run_1/clk_routes.png
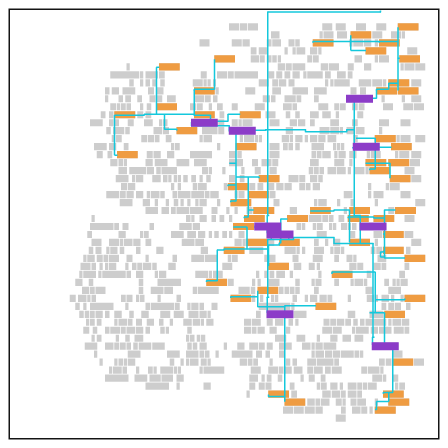
run_1/clocks.png
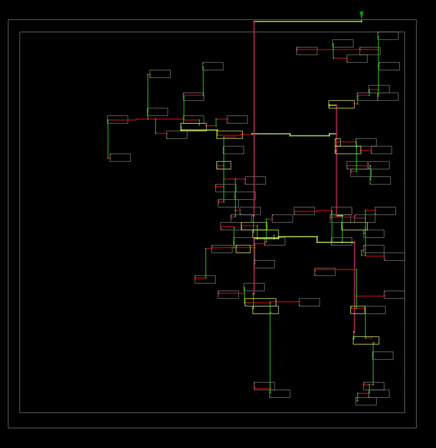
run_1/sizes.png
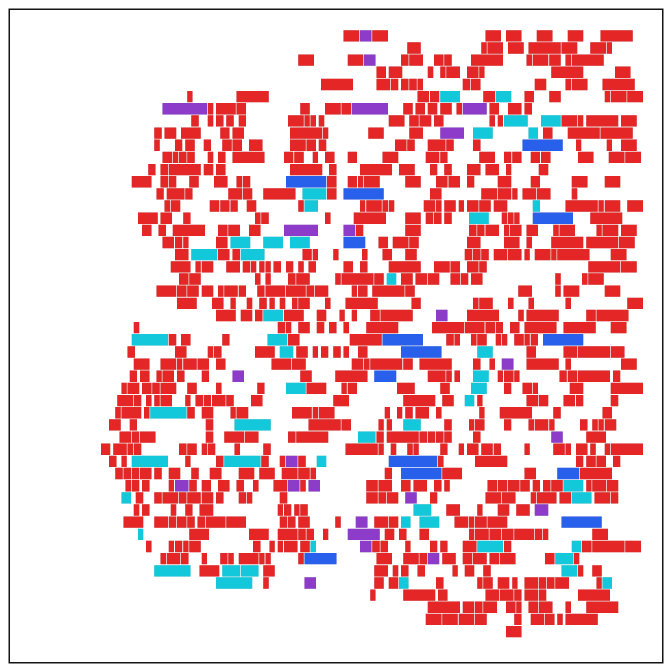
run_1/layer_met1.png
Supply wires on this layer in gray.
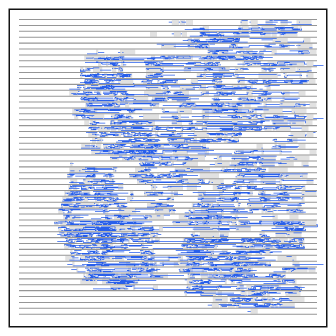
## src/rtl/music_player_pkg.sv

```systemverilog
// Shared widths, ROM contents and state types for the music player.
// SONG_ROM entries are {note[5:0], dur[5:0]}; dur 0 ends a song, note 0 is a rest.
package music_player_pkg;

  localparam int unsigned NOTE_W    = 6;
  localparam int unsigned DUR_W     = 6;
  localparam int unsigned PHASE_W   = 20;
  localparam int unsigned SAMPLE_W  = 16;
  localparam int unsigned VOL_W     = 3;
  localparam int unsigned KEY_W     = 4;
  localparam int unsigned NUM_SONGS = 4;
  localparam int unsigned SONG_LEN  = 32;
  localparam int unsigned SONG_W    = $clog2(NUM_SONGS);
  localparam int unsigned ADDR_W    = $clog2(SONG_LEN);
  localparam int unsigned ENTRY_W   = NOTE_W + DUR_W;
  localparam int unsigned ROM_DEPTH = NUM_SONGS * SONG_LEN;
  localparam int unsigned NUM_NOTES = 2 ** NOTE_W;

  typedef struct packed {
    logic [NOTE_W-1:0] note;
    logic [DUR_W-1:0]  dur;
  } rom_entry_t;

  typedef enum logic {
    ST_STOPPED = 1'b0,
    ST_PLAYING = 1'b1
  } play_state_e;

  localparam logic [ENTRY_W-1:0] SONG_ROM [ROM_DEPTH] = '{
    0:  {6'd49, 6'd2},
    1:  {6'd53, 6'd1},
    2:  {6'd56, 6'd1},
    3:  {6'd0,  6'd1},
    4:  {6'd61, 6'd2},
    32: {6'd49, 6'd4},
    33: {6'd52, 6'd2},
    34: {6'd0,  6'd1},
    35: {6'd57, 6'd1},
    64: {6'd40, 6'd1},
    65: {6'd44, 6'd1},
    66: {6'd47, 6'd1},
    67: {6'd52, 6'd2},
    96: {6'd1,  6'd1},
    97: {6'd63, 6'd1},
    98: {6'd25, 6'd1},
    99: {6'd37, 6'd1},
    default: '0
  };

  // Phase increment per 48 kHz frame for each piano key, 2^20 = one period.
  localparam logic [PHASE_W-1:0] STEP_ROM [NUM_NOTES] = '{
    20'd0,     20'd601,   20'd636,   20'd674,   20'd714,   20'd757,   20'd802,   20'd850,
    20'd900,   20'd954,   20'd1010,  20'd1070,  20'd1134,  20'd1201,  20'd1273,  20'd1349,
    20'd1429,  20'd1514,  20'd1604,  20'd1699,  20'd1800,  20'd1907,  20'd2021,  20'd2141,
    20'd2268,  20'd2403,  20'd2546,  20'd2697,  20'd2858,  20'd3028,  20'd3208,  20'd3398,
    20'd3600,  20'd3815,  20'd4041,  20'd4282,  20'd4536,  20'd4806,  20'd5092,  20'd5395,
    20'd5715,  20'd6055,  20'd6415,  20'd6797,  20'd7201,  20'd7629,  20'd8083,  20'd8563,
    20'd9072,  20'd9612,  20'd10184, 20'd10789, 20'd11431, 20'd12110, 20'd12830, 20'd13593,
    20'd14402, 20'd15258, 20'd16165, 20'd17127, 20'd18145, 20'd19224, 20'd20367, 20'd21578
  };

endpackage

```

## src/rtl/music_player_if.sv

```systemverilog
// Front-panel inputs and codec sample output of the music player.
interface music_player_if;
  import music_player_pkg::*;

  logic                play_button;
  logic                next_button;
  logic                new_frame;
  logic [VOL_W-1:0]    sw_value;
  logic [KEY_W-1:0]    keypad_value;
  logic                color_changing;
  logic                new_sample_generated;
  logic [SAMPLE_W-1:0] sample_out;

  modport master (
    output play_button, next_button, new_frame, sw_value, keypad_value, color_changing,
    input  new_sample_generated, sample_out
  );

  modport slave (
    input  play_button, next_button, new_frame, sw_value, keypad_value, color_changing,
    output new_sample_generated, sample_out
  );

endinterface

```

## src/rtl/music_player_note_synth.sv

```systemverilog
// Phase accumulator plus triangle/square shaping and volume shift.
// The sample is formed from the phase before this frame's increment.
module note_synth
  import music_player_pkg::*;
(
  input  logic                clk,
  input  logic                reset,
  input  logic                clr_i,
  input  logic                adv_i,
  input  logic                wrap_i,
  input  logic [NOTE_W-1:0]   note_i,
  input  logic                tri_i,
  input  logic [VOL_W-1:0]    vol_i,
  input  logic                mute_i,
  output logic [SAMPLE_W-1:0] sample_c_o
);

  logic [PHASE_W-1:0]         phase_q;
  logic [PHASE_W-1:0]         phase_d;
  logic [PHASE_W-1:0]         phase_a_c;
  logic [SAMPLE_W-2:0]        u_c;
  logic signed [SAMPLE_W-1:0] wave_c;
  logic [VOL_W-1:0]           shift_c;

  always_comb begin
    phase_a_c = clr_i ? '0 : phase_q;
    phase_d   = phase_a_c;
    if (wrap_i) begin
      phase_d = '0;
    end else if (adv_i) begin
      phase_d = phase_a_c + STEP_ROM[note_i];
    end

    u_c = phase_a_c[PHASE_W-2:4];
    if (tri_i) begin
      wave_c = phase_a_c[PHASE_W-1] ? signed'(SAMPLE_W'(16383) - {1'b0, u_c})
                                    : signed'({1'b0, u_c} - SAMPLE_W'(16384));
    end else begin
      wave_c = phase_a_c[PHASE_W-1] ? signed'(SAMPLE_W'(16'hC001)) : signed'(SAMPLE_W'(16383));
    end

    shift_c    = VOL_W'(7) - vol_i;
    sample_c_o = mute_i ? '0 : SAMPLE_W'(wave_c >>> shift_c);
  end

  always_ff @(posedge clk) begin
    if (reset) begin
      phase_q <= '0;
    end else begin
      phase_q <= phase_d;
    end
  end

endmodule

```

## src/rtl/music_player_core.sv

```systemverilog
// Song player: control FSM, song/note sequencing and the registered codec sample.
// Button/keypad actions are applied first; a same-cycle frame sees the post-action state.
module music_player_core
  import music_player_pkg::*;
#(
  parameter int unsigned BEAT_FRAMES = 16
) (
  input  logic           clk,
  input  logic           reset,
  music_player_if.slave  io
);

  localparam int unsigned FRAME_W = (BEAT_FRAMES > 1) ? $clog2(BEAT_FRAMES) : 1;

  play_state_e         state_q, state_d;
  logic [SONG_W-1:0]   song_q, song_d;
  logic [ADDR_W-1:0]   addr_q, addr_d;
  logic [FRAME_W-1:0]  frame_q, frame_d;
  logic [DUR_W-1:0]    beat_q, beat_d;
  logic [KEY_W-1:0]    key_prev_q, key_prev_d;
  logic                strobe_q, strobe_d;
  logic [SAMPLE_W-1:0] sample_q, sample_d;

  logic                key_load_c;
  logic                rewind_c;
  logic                playing_a_c;
  logic                step_en_c;
  logic                note_wrap_c;
  logic                mute_c;
  rom_entry_t          entry_c;
  logic [SAMPLE_W-1:0] synth_sample_c;

  always_comb begin
    state_d     = state_q;
    song_d      = song_q;
    addr_d      = addr_q;
    frame_d     = frame_q;
    beat_d      = beat_q;
    key_prev_d  = io.keypad_value;
    strobe_d    = io.new_frame;
    sample_d    = sample_q;
    rewind_c    = 1'b0;
    step_en_c   = 1'b0;
    note_wrap_c = 1'b0;

    key_load_c = (io.keypad_value != key_prev_q) && (io.keypad_value < KEY_W'(NUM_SONGS));
    if (key_load_c) begin
      song_d   = io.keypad_value[SONG_W-1:0];
      rewind_c = 1'b1;
      state_d  = ST_PLAYING;
    end else if (io.next_button) begin
      song_d   = song_q + SONG_W'(1);
      rewind_c = 1'b1;
      state_d  = ST_PLAYING;
    end else if (io.play_button) begin
      state_d = (state_q == ST_PLAYING) ? ST_STOPPED : ST_PLAYING;
    end

    if (rewind_c) begin
      addr_d  = '0;
      frame_d = '0;
      beat_d  = '0;
    end

    playing_a_c = (state_d == ST_PLAYING);
    entry_c     = rom_entry_t'(SONG_ROM[{song_d, addr_d}]);
    mute_c      = !playing_a_c || (entry_c.dur == '0) || (entry_c.note == '0);

    // Frame/beat counting; the last frame of the note moves to the next entry.
    if (io.new_frame && playing_a_c) begin
      if (entry_c.dur == '0) begin
        state_d = ST_STOPPED;
        addr_d  = '0;
      end else begin
        step_en_c = 1'b1;
        if (frame_d == FRAME_W'(BEAT_FRAMES - 1)) begin
          frame_d = '0;
          if (beat_d == entry_c.dur - DUR_W'(1)) begin
            beat_d      = '0;
            addr_d      = addr_d + ADDR_W'(1);
            note_wrap_c = 1'b1;
          end else begin
            beat_d = beat_d + DUR_W'(1);
          end
        end else begin
          frame_d = frame_d + FRAME_W'(1);
        end
      end
    end

    if (io.new_frame) begin
      sample_d = synth_sample_c;
    end
  end

  always_ff @(posedge clk) begin
    if (reset) begin
      state_q    <= ST_STOPPED;
      song_q     <= '0;
      addr_q     <= '0;
      frame_q    <= '0;
      beat_q     <= '0;
      key_prev_q <= '0;
      strobe_q   <= 1'b0;
      sample_q   <= '0;
    end else begin
      state_q    <= state_d;
      song_q     <= song_d;
      addr_q     <= addr_d;
      frame_q    <= frame_d;
      beat_q     <= beat_d;
      key_prev_q <= key_prev_d;
      strobe_q   <= strobe_d;
      sample_q   <= sample_d;
    end
  end

  note_synth u_note_synth (
    .clk        (clk),
    .reset      (reset),
    .clr_i      (rewind_c),
    .adv_i      (step_en_c),
    .wrap_i     (note_wrap_c),
    .note_i     (entry_c.note),
    .tri_i      (io.color_changing),
    .vol_i      (io.sw_value),
    .mute_i     (mute_c),
    .sample_c_o (synth_sample_c)
  );

  assign io.new_sample_generated = strobe_q;
  assign io.sample_out           = sample_q;

endmodule

```

## src/flat_wrapper.sv

```systemverilog
// flat-port wrapper written by rule: the top's interface ports become plain ports
module music_player_core_flat import music_player_pkg::*;
#(
  parameter int unsigned BEAT_FRAMES = 16
)
  (clk, reset, io_play_button, io_next_button, io_new_frame, io_sw_value, io_keypad_value, io_color_changing, io_new_sample_generated, io_sample_out);
  music_player_if io_i ();
  input  logic clk;
  input  logic reset;
  input wire logic [$bits(io_i.play_button)-1:0] io_play_button;
  input wire logic [$bits(io_i.next_button)-1:0] io_next_button;
  input wire logic [$bits(io_i.new_frame)-1:0] io_new_frame;
  input wire logic [$bits(io_i.sw_value)-1:0] io_sw_value;
  input wire logic [$bits(io_i.keypad_value)-1:0] io_keypad_value;
  input wire logic [$bits(io_i.color_changing)-1:0] io_color_changing;
  output wire logic [$bits(io_i.new_sample_generated)-1:0] io_new_sample_generated;
  output wire logic [$bits(io_i.sample_out)-1:0] io_sample_out;
  assign io_i.play_button = io_play_button;
  assign io_i.next_button = io_next_button;
  assign io_i.new_frame = io_new_frame;
  assign io_i.sw_value = io_sw_value;
  assign io_i.keypad_value = io_keypad_value;
  assign io_i.color_changing = io_color_changing;
  assign io_new_sample_generated = io_i.new_sample_generated;
  assign io_sample_out = io_i.sample_out;
  music_player_core #(.BEAT_FRAMES(BEAT_FRAMES)) u_core (.clk(clk), .reset(reset), .io(io_i));
endmodule
```

## config.mk

```make
export PLATFORM = sky130hd
export DESIGN_NAME = music_player_core_flat
export DESIGN_NICKNAME = d
export VERILOG_FILES = /design/src/rtl/music_player_pkg.sv /design/src/rtl/music_player_if.sv /design/src/rtl/music_player_note_synth.sv /design/src/rtl/music_player_core.sv /design/src/flat_wrapper.sv
export SDC_FILE = /design/constraint.sdc
export NUM_CORES = 1
export LEC_CHECK = 0
export CORE_MARGIN = 4
export CORE_UTILIZATION = 35
export DETAILED_ROUTE_END_ITERATION = 16
export PLACE_DENSITY = 0.52
export SYNTH_ARGS = -nofsm -noshare
export SYNTH_HDL_FRONTEND = slang
export SYNTH_HIERARCHICAL = 1
export SYNTH_SLANG_ARGS = --single-unit
```

## constraint.sdc

```tcl
create_clock -name clk -period 7.7 [get_ports clk]
set_input_delay 1.155 -clock clk [delete_from_list [all_inputs] [get_ports clk]]
set_output_delay 1.155 -clock clk [all_outputs]
set_load 0.01 [all_outputs]
```

==> changes_impl.md, run 1 <==
### Implementation results

* Status: complete, no violations
* Total length of routed met2 wires at about 8200 um
* Drt wl/cell at approximately 17 um
* Clock tree from TritonCTS: done
* Global router's overall resource usage at 0.170
* Row Count at roughly 50
* Number of design-rule violations left by the first detailed-router iteration at 441
* Number of fill cells at approximately 2000
* Final instance count without filler cells at about 1100
* Power Internal at roughly 810 uW
* Cell count in the Yosys report at ~900
* F_max at roughly 0.15 GHz
* Worst Hold Path EP: u_core/frame_q[3]
* Detail Placement HPWL at approximately 13000 um
* Pin count of the biggest net entering global routing at 56
* Hold Crit Start: u_core/frame_q[3]
* Wire length the detailed router placed on met1 at 9280 um
* Total via count after detailed routing at around 6400
* Capture point of the critical path: u_core/u_note_synth/phase_q[14]
* Worst reg2reg path startpoint: u_core/key_prev_q[1]
* Met2 layer usage reported by global route at 0.265
* Post-Syn Area per Cell at ~7.5 um2
* Num Clock Sinks at roughly 59
* CTS HTree Levels at 3
* Synth warn at 6
* Number of flops mapped to enable cells by yosys at 0
* Via-to-Cell Ratio at 5.76
* M1 GR Usage at 0.245
* Count of placed standard cells including taps at between 1000 and 1500
* Starting Density at 0.356
* Post-synth regs at between 50 and 60
* Placement-stage cell area at about 7000 um2
* Grt ovf at 0
* Final sum of negative setup slack at 0 ps
* Floorplan Core Area at 18700 um2
* Buffer cell driving the clock tree root: clkbuf_16
* Worst rel slew slack at 0.244
* RSZ-0062 raised after global routing: no
* Worst min-delay path category: flip-flop to flip-flop
* Log Warnings at 35
* Mapped Nets at around 930
* Share of the core filled with cells at 0.392
* Total setup buffers inserted after CTS at 0
* Net Sw Frac at 0.373
* Chip area from the yosys synthesis statistics at around 6700 um2
* Clk slew on worst S/H paths at ~60 ps
* Final tally of setup violations at 0
* Logic gate share of total power at 0.419
* Total power after layout at approximately 1.3 mW
* Width of the chip at roughly 150 um
* Path depth of the worst reg2reg path at 22
* Maximum vdd ir drop at 0.108 mV
* Detailed Routing Iterations Pass 1 at 5
* Setup slack on the worst flop-to-flop path at slightly above 2000 ps
* Slew @ Worst Pin at 1130 ps
* Post-CTS sizing at 0
* Post-placement setup slack at between 600 and 700 ps
* Antenna violations before repair at 0
* Die Y-Extent at ~150 um
* Leak pwr at approximately 2.8 nW
* Detail Route Antenna Nets at 0
* Top logic cells by instance count in the layout: nand2_1, nor2_1, a21oi_1
* Startpoint of the most critical setup path: io_keypad_value[1]
* Netlist area before placement at 6650 um2
-- clk_routes.png (at the start) --
[cyan] clock wires | length: 921 um
[purple] clock drivers | count: 9
[orange] flip-flops | count: 59
routed clock nets: 10
clock network power: 406 uW
portion of total power attributed to the clock network: 0.314
Worst-Skew Late Latency: 340 ps

-- clocks.png (at the start) --
number of clock buffer instances in the layout: 12
Fin Clk Skew: 13.4 ps

-- sizes.png (at the start) --
| color | size | cells | share |
|---|---|---|---|
| red | _0 and _1 cells | 789 | 90% |
| cyan | _2 cells | 50 | 5.7% |
| blue | _6 and larger | 14 | 1.6% |
| purple | _3 and _4 cells | 23 | 2.6% |
Setup WS post-layout: 971 ps
final non-filler cell area: 7330 um2
P&R area growth vs syn: 10.3%

-- layer_met1.png (at the start) --
main direction: horizontal
longest straight run: 32.7 um
nets with wire on the layer: 867
share of all routed wire: 50%

==> run 1: cell type report <==
| cell class | instances | area [um2] | area share |
|---|---|---|---|
| Tap cell | 234 | 293 | 0.0399 |
| Multi-Input combinational cell | 732 | 5030 | 0.686 |
| Clock buffer | 12 | 267 | 0.0363 |
| Clock inverter | 2 | 35.0 | 0.00478 |
| Inverter | 26 | 103 | 0.0140 |
| Sequential cell | 59 | 1180 | 0.161 |
| Timing Repair Buffer | 45 | 423 | 0.0577 |
==> run 1: Yosys cell counts, types with 5 or more instances <==
library cell  instances  share of area
a211oi_1             21          0.024
a211oi_2              6          0.011
a21o_1               15          0.017
a21oi_1              60          0.045
a311oi_1              8          0.011
a31oi_1              18          0.017
and2_1                5         0.0047
and3_1                5         0.0047
buf_1                 7         0.0040
buf_2                23          0.017
buf_4                 7         0.0079
buf_6                 5         0.0085
clkbuf_1             28          0.016
dfxtp_1              59           0.18
ha_1                 31          0.058
inv_1                21          0.012
mux2_2                5         0.0085
mux2i_1              44          0.066
mux4_2                7          0.024
nand2_1              80          0.045
nand2b_1             16          0.015
nand3_1              34          0.026
nand3b_1              6         0.0068
nand4_1              10         0.0094
nor2_1               80          0.045
nor2b_1              28          0.026
nor3_1               27          0.020
nor3b_1               5         0.0056
nor4_1                7         0.0066
o211ai_1             12          0.014
o21a_1                5         0.0056
o21ai_0              35          0.026
o21ai_1              17          0.013
o21bai_1              5         0.0056
o22ai_1              11          0.010
o31ai_1               5         0.0056
or2_2                 8         0.0075
or3_1                 7         0.0066
xnor2_1              19          0.025
xor2_1                9          0.012
==> run 1: worst max-delay path, cell delays in order <==
cell,delay (ps)
clkdlybuf4s50_1,560
xnor2_1,280
a41o_2,460
clkinv_4,150
nor2_1,140
ha_1,150
o21ai_0,180
nor2_1,180
a21boi_0,150
ha_1,260
ha_1,330
xnor2_1,140
nor3b_1,170
o21ai_0,130
a211oi_2,220
o311ai_1,140
or4_1,760
nor3_1,500
nor2_2,190
nand2_1,360
or3_1,180
a31o_1,90
nand3_1,70
==> run 1: power by group through the flow <==
| stage | logic [mW] | registers, mW | clock network, mW |
|---|---|---|---|
| floorplan | 0.413 | 0.348 | 0 |
| detailed placement | 0.534 | 0.350 | 0 |
| finish | 0.541 | 0.345 | 0.406 |
| CTS | 0.538 | 0.344 | 0.418 |
| global route | 0.596 | 0.347 | 0.434 |
| global placement | 0.539 | 0.350 | 0 |
==> run 1: kinds of logic (layout without fill, tap and decap cells) <==
| family | after synthesis | in the layout | synth area share |
|---|---|---|---|
| compound gates | 274 | 274 | 0.289 |
| xor+xnor | 28 | 28 | 0.0369 |
| fa+ha+maj | 33 | 33 | 0.0628 |
| buf+inv | 96 | 85 | 0.0689 |
| flops | 59 | 59 | 0.178 |
| mux | 61 | 61 | 0.110 |
| simple gates | 336 | 336 | 0.255 |
==> run 1: state kept, by name, indices dropped and copies added, names as in the netlist <==
signal / count
u_core/u_note_synth/phase_q: 20
u_core/io.sample_out: 16
u_core/beat_q: 6
u_core/addr_q: 5
u_core/frame_q: 4
u_core/key_prev_q: 4
u_core/song_q: 2
u_core/io.new_sample_generated: 1
u_core/state_q: 1
==> run 2, diff against run 1 <==
- CTS_CLUSTER_DIAMETER: default -> 100
==> changes_impl.md, run 2 <==
### Implementation results

* Status: complete, no violations
* Worst-Skew Late Latency at between 300 and 400 ps
* I/O pins at 30
* Wire length the detailed router placed on met1 at ~9300 um
* Buffer cell driving the clock tree root: clkbuf_16
* Xor/xnor share at 0.0369
* Register with the most flip-flops: u_core/u_note_synth/phase_q
* Pin count of the biggest net entering global routing at 56
* Simple-gate share of the synthesized area at 0.255
* Maximum vdd ir drop at 0.108 mV
* F_max at between 0.1 and 0.15 GHz
* Detail Route Antenna Nets at 0
* Post-Syn Area per Cell at 7.50 um2
* Worst rel slew slack at 0.244
* Leak pwr at about 2.8 nW
* Complex-gate fraction of the synthesized area at 0.289
* Cell count in the Yosys report at roughly 890
* Portion of total power attributed to the clock network at 0.314
* Detailed Routing Iterations Pass 1 at 5
* CTS HTree Levels at 3
* Log Warnings at 35
* Grt ovf at 0
* Via-to-Cell Ratio at between 5 and 6
* Chip area from the yosys synthesis statistics at around 6700 um2
* Top logic cells by instance count in the layout: nand2_1, nor2_1, a21oi_1
* Number of hold-slack violations in the final timing report at 0
* Synth warn at 6
* Fin Clk Skew at between 10 and 15 ps
* Crit path DRT at between 7000 and 8000 ps
* Number of design-rule violations left by the first detailed-router iteration at around 440
* Number of flops mapped to enable cells by yosys at 0
* Total length of routed met2 wires at about 8200 um
* Most common library cells after synthesis: nand2_1, nor2_1, a21oi_1
* Logic gate share of total power at 0.419
* Adder-Cell Fraction of Synth Area at 0.0628
* Starting Density at 0.356
* Row Count at approximately 50
* Final sum of negative setup slack at 0 ps
* Power Internal at ~810 uW
* RSZ-0062 raised after global routing: no
* Main area contributors: dfxtp_1, mux2i_1, ha_1, a21oi_1, nand2_1
* CTS Hold Bufs at 0
* Detail Placement HPWL at around 13000 um
* Number of flip-flops in the largest register at 20
* Netlist area before placement at ~6700 um2
* Clk slew on worst S/H paths at about 60 ps
* Switching power of the nets at slightly below 500 uW
* Die Y-Extent at roughly 150 um
* P&R area growth vs syn at 10.3%
* Width of the chip at 146 um
* Total power after layout at 1.29 mW
* Floorplan Core Area at roughly 19000 um2
* Number of fill cells at 1993
* Slew @ Worst Pin at between 1000 and 1500 ps
* Post-synth regs at between 50 and 60
* Worst min-delay path category: flip-flop to flip-flop
* Clock tree from TritonCTS: done
* Worst reg2reg path startpoint: u_core/key_prev_q[1]
* Antenna violations before repair at 0
* Post-CTS sizing at 0
* Final tally of setup violations at 0
* Drt wl/cell at 16.6 um
* Global router's overall resource usage at 0.170
* Total setup buffers inserted after CTS at 0
* Startpoint of the most critical setup path: io_keypad_value[1]
* Share of the synthesized area in the top cell type at 0.178
* Net Sw Frac at 0.373
* Yosys top cell by area: dfxtp_1
* Via count of the first global-routing pass at just under 6000
* Mapped Nets at around 930
* Hold Crit Start: u_core/frame_q[3]
* Mux cell area share after synthesis at 0.110
* Top logic cell family in the synthesized netlist: AND-OR/OR-AND gates
* Worst-path fanout max at 16
* Num Clock Sinks at 59
* Total via count after detailed routing at between 6000 and 7000
run 2: cell counts in the layout (fill, tap and decap cells not counted):
No cell type changed its count.
run 2: worst max-delay path: stages:
cell and delay [ps]:
clkdlybuf4s50_1 560, xnor2_1 280, a41o_2 460, clkinv_4 150, nor2_1 140, ha_1 150, o21ai_0 180, nor2_1 180
a21boi_0 150, ha_1 260, ha_1 330, xnor2_1 140, nor3b_1 170, o21ai_0 130, a211oi_2 220, o311ai_1 140
or4_1 760, nor3_1 500, nor2_2 190, nand2_1 360, or3_1 180, a31o_1 90, nand3_1 70
run 2: logic make-up after synthesis:
| group | Yosys count |
|---|---|
| adders and majority gates | 33 |
| xor gates and xnor gates | 28 |
| muxes | 61 |
| buffers and inverters | 96 |
| DFF | 59 |
| and+or+nand+nor | 336 |
| AOI/OAI and AO/OA | 274 |
run 2: layout make-up:
cell class | instances | area [um2] | area share
Inverter | 26 | 103 | 0.0140
Multi-Input combinational cell | 732 | 5030 | 0.686
Sequential cell | 59 | 1180 | 0.161
Tap cell | 234 | 293 | 0.0399
Clock inverter | 2 | 35.0 | 0.00478
Timing Repair Buffer | 45 | 423 | 0.0577
Clock buffer | 12 | 267 | 0.0363
run 2: stage by stage:
stage,cell area [um2],util,setup slack [ps],hold WS (ps),std cells
after global placement,7030,0.376,675,460,1096
after global routing,7330,0.392,561,500,1110
after floorplan,6650,-,1180,439,887
after detailed placement,7030,0.376,632,458,1096
after CTS,7330,0.392,972,469,1110
final,7330,0.392,971,470,1110
run 2: final timing paths:
check / end / slack (ps) / cells after the start
max: u_core/u_note_synth/phase_q[14] / 970 / 23
min: u_core/frame_q[3] / 470 / 2
max reg2reg: u_core/u_note_synth/phase_q[14] / 2030 / 22
min reg2reg: u_core/frame_q[3] / 470 / 2
run 2: power groups by stage:
stage	logic, mW	clock network (mW)	registers (mW)
2_1_floorplan	0.413	0	0.348
6_report	0.541	0.406	0.345
4_1_cts	0.538	0.418	0.344
3_3_place_gp	0.539	0	0.350
3_5_place_dp	0.534	0	0.350
5_1_grt	0.596	0.434	0.347
run 2: layer usage:
metal | up-vias | global-route usage
met2 | 148 | 0.265
li1 | 3256 | -
met3 | 16 | 0.0237
met4 | 0 | 0.0456
met5 | - | 0
met1 | 2977 | 0.245
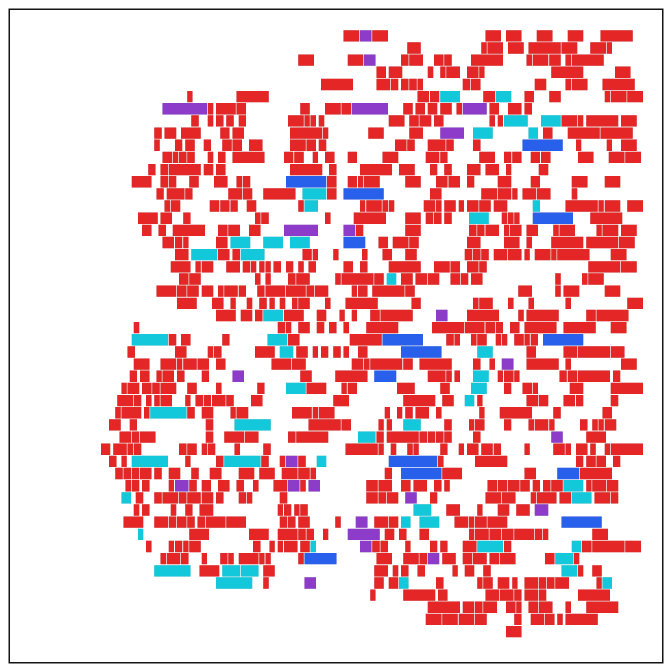
run_2/sizes.png
| color | size | cells | share |
|---|---|---|---|
| red | _0 and _1 cells | 789 | 90% |
| purple | _3 and _4 cells | 23 | 2.6% |
| cyan | _2 cells | 50 | 5.7% |
| blue | _6 and larger | 14 | 1.6% |
Non-Clock Buffer Count: 45

==> run 3, diff against run 2 <==
- PLACE_DENSITY: 0.52 -> 0.54
- clock period: 7.7 -> 5.7 ns (I/O delays scaled with it)
==> changes_impl.md, run 3 <==
### Implementation results

* Row Count at 50
* Number of hold-slack violations in the final timing report at 0
* Detail Route Antenna Nets at 0
* F_max at between 0.15 and 0.2 GHz
* Status: complete, no violations
* Share of the core filled with cells at 0.454
* Detail Placement HPWL at 15100 um
* Netlist area before placement at around 6700 um2
* Final tally of setup violations at 0
* Clk slew on worst S/H paths at roughly 60 ps
* Main area contributors: dfxtp_1, mux2i_1, ha_1, a21oi_1, nand2_1
* Final instance count without filler cells at approximately 1200
* Detailed Routing Iterations Pass 1 at 5
* Number of design-rule violations left by the first detailed-router iteration at between 700 and 800
* Count of placed standard cells including taps at ~1200
* Num Clock Sinks at a little under 60
* Grt ovf at 0
* Yosys top cell by area: dfxtp_1
* Pin count of the biggest net entering global routing at 50
* Number of fill cells at between 1500 and 2000
* Met2 layer usage reported by global route at 0.278
* Post-Syn Area per Cell at ~7.5 um2
* Capture point of the critical path: u_core/u_note_synth/phase_q[19]
* Path length in cells of the critical path at 22
* Placement-stage cell area at ~7900 um2
* Register area at 1180 um2
* Antenna violations before repair at 0
* Global router's overall resource usage at 0.183
* Share of the synthesized area in the top cell type at 0.178
* Worst-Skew Late Latency at 330 ps
* Starting Density at 0.356
* Setup slack on the worst flop-to-flop path at about 650 ps
* Via-to-Cell Ratio at approximately 5.6
* Drt wl/cell at approximately 16 um
* Worst-path fanout max at 6
* Kind of cell adding the most delay to the critical path: AND-OR/OR-AND gates
* Path depth of the worst reg2reg path at 21
* Top logic cells by instance count in the layout: buf_4, nand2_1, nor2_1
* Mapped Nets at between 900 and 1000
* Worst min-delay path category: flip-flop to flip-flop
* Die Y-Extent at around 150 um
* Via count of the first global-routing pass at roughly 6500
* Width of the chip at between 100 and 150 um
* Fin Clk Skew at 7.58 ps
* Number of flops mapped to enable cells by yosys at 0
* CTS HTree Levels at 3
* I/O pins at 30
* List of cells traversed by the critical path: clkdlybuf4s50_1, buf_4, xnor2_1, o22ai_4, maj3_1, o221ai_2, a21oi_2, a21oi_2, inv_2, ha_4, or2_4, o21a_1, mux4_2, nor2_1, a31oi_1, ha_1, a211oi_2, nor2_2, o41ai_4, buf_4, a311oi_2, mux2i_1
* Leak pwr at 3.43 nW
* Buffer cell driving the clock tree root: clkbuf_16
* Number of flip-flops in the largest register at 20
* Synth warn at 6
* M1 GR Usage at 0.272
* Worst reg2reg path startpoint: u_core/key_prev_q[2]
* Endpoint of the worst register-to-register path: u_core/u_note_synth/phase_q[19]
* Crit path DRT at between 5000 and 6000 ps
* Total via count after detailed routing at 6901
* Log Warnings at 35
* Maximum cell stage delay along the critical path at slightly below 500 ps
* Chip area from the yosys synthesis statistics at between 6000 and 7000 um2
* Worst rel slew slack at 0.229
* Busiest layer in global routing: met2
* Ratio of cells with drive above 1 in the final layout at 0.242
* CTS Hold Bufs at 0
* Clock tree from TritonCTS: done
run 3: layout make-up:
cell class                      count  area share
Inverter                           26      0.0121
Sequential cell                    59       0.139
Tap cell                          234      0.0344
Timing Repair Buffer              165       0.159
Multi-Input combinational cell    732       0.620
Clock inverter                      6     0.00751
Clock buffer                       10      0.0281
run 3: worst min-delay path: cells and delay by family, from the launching register on:
kind            cells  cell delay (ps)
simple gates        1               60
compound gates      1               50
flops               1              320
run 3: worst min path at each step:
stage	slack [ps]	cells after the start	end	from
after floorplan	440	2	u_core/frame_q[3]	u_core/frame_q[3]
after global placement	460	2	u_core/frame_q[3]	u_core/frame_q[3]
after detailed placement	460	2	u_core/frame_q[3]	u_core/frame_q[3]
after CTS	480	2	u_core/frame_q[3]	u_core/frame_q[3]
after global routing	500	2	u_core/frame_q[3]	u_core/frame_q[3]
final	480	2	u_core/frame_q[3]	u_core/frame_q[3]
run 3: what timing repair did:
item	in CTS	in global routing
endpoints found under the setup margin	0	20
endpoints found under the hold margin	0	0
setup buffers	0	6
gates resized	0	42
run 3: cells by family (layout without fill, tap and decap cells):
logic type	after synthesis	in the layout	synth area share
buffers and inverters	96	207	0.0689
AOI/OAI and AO/OA	274	274	0.289
adders and majority gates	33	33	0.0628
and+or+nand+nor	336	336	0.255
xor gates and xnor gates	28	28	0.0369
muxes	61	61	0.110
DFF	59	59	0.178
run 3: through the flow:
step / worst slack [ps] / setup TNS [ps] / power (mW) / hold slack, ps
after detailed placement: -283 / -3800 / 1.33 / 464
after floorplan: 5.46 / 0 / 1.04 / 439
after global routing: -38.3 / -72.1 / 2.07 / 496
final: 143 / 0 / 1.95 / 476
after global placement: -281 / -2430 / 1.34 / 461
after CTS: 38.2 / 0 / 1.90 / 475
run 3: report_power, final:
part | internal (mW) | switching, mW
Clock | 0.350 | 0.204
Combinational | 0.420 | 0.507
Sequential | 0.442 | 0.0233
run 3: layer usage:
metal	share of wire	up-vias	wire, um
li1	-	3499	-
met1	0.51	3226	10300
met2	0.44	160	8860
met3	0.034	16	691
met4	0.012	0	235
met5	0	-	0
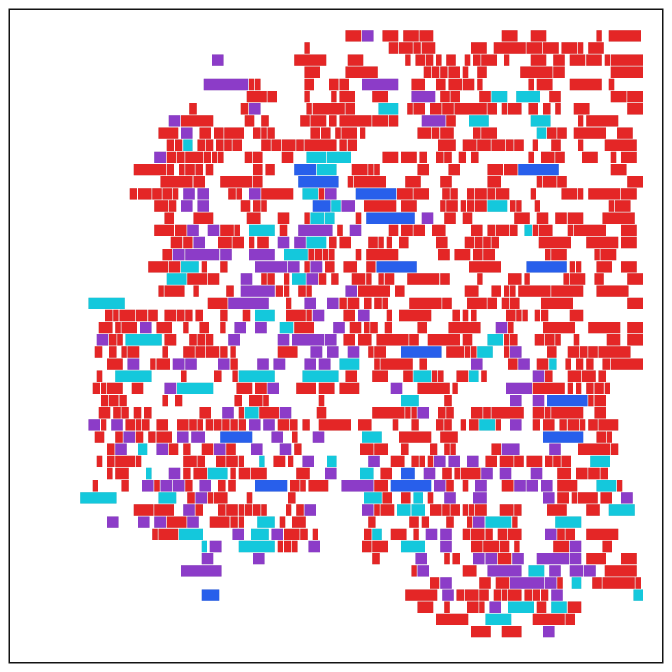
run_3/sizes.png
| color | size | cells | share |
|---|---|---|---|
| cyan | _2 cells | 70 | 7.0% |
| blue | _6 and larger | 16 | 1.6% |
| red | _0 and _1 cells | 756 | 76% |
| purple | _3 and _4 cells | 156 | 16% |
Non-Clock Buffer Count: 165
P&R area growth vs syn: 27.8%
Setup WS post-layout: 143 ps
final non-filler cell area: 8500 um2

Power is estimated from default activity; no workload was simulated.
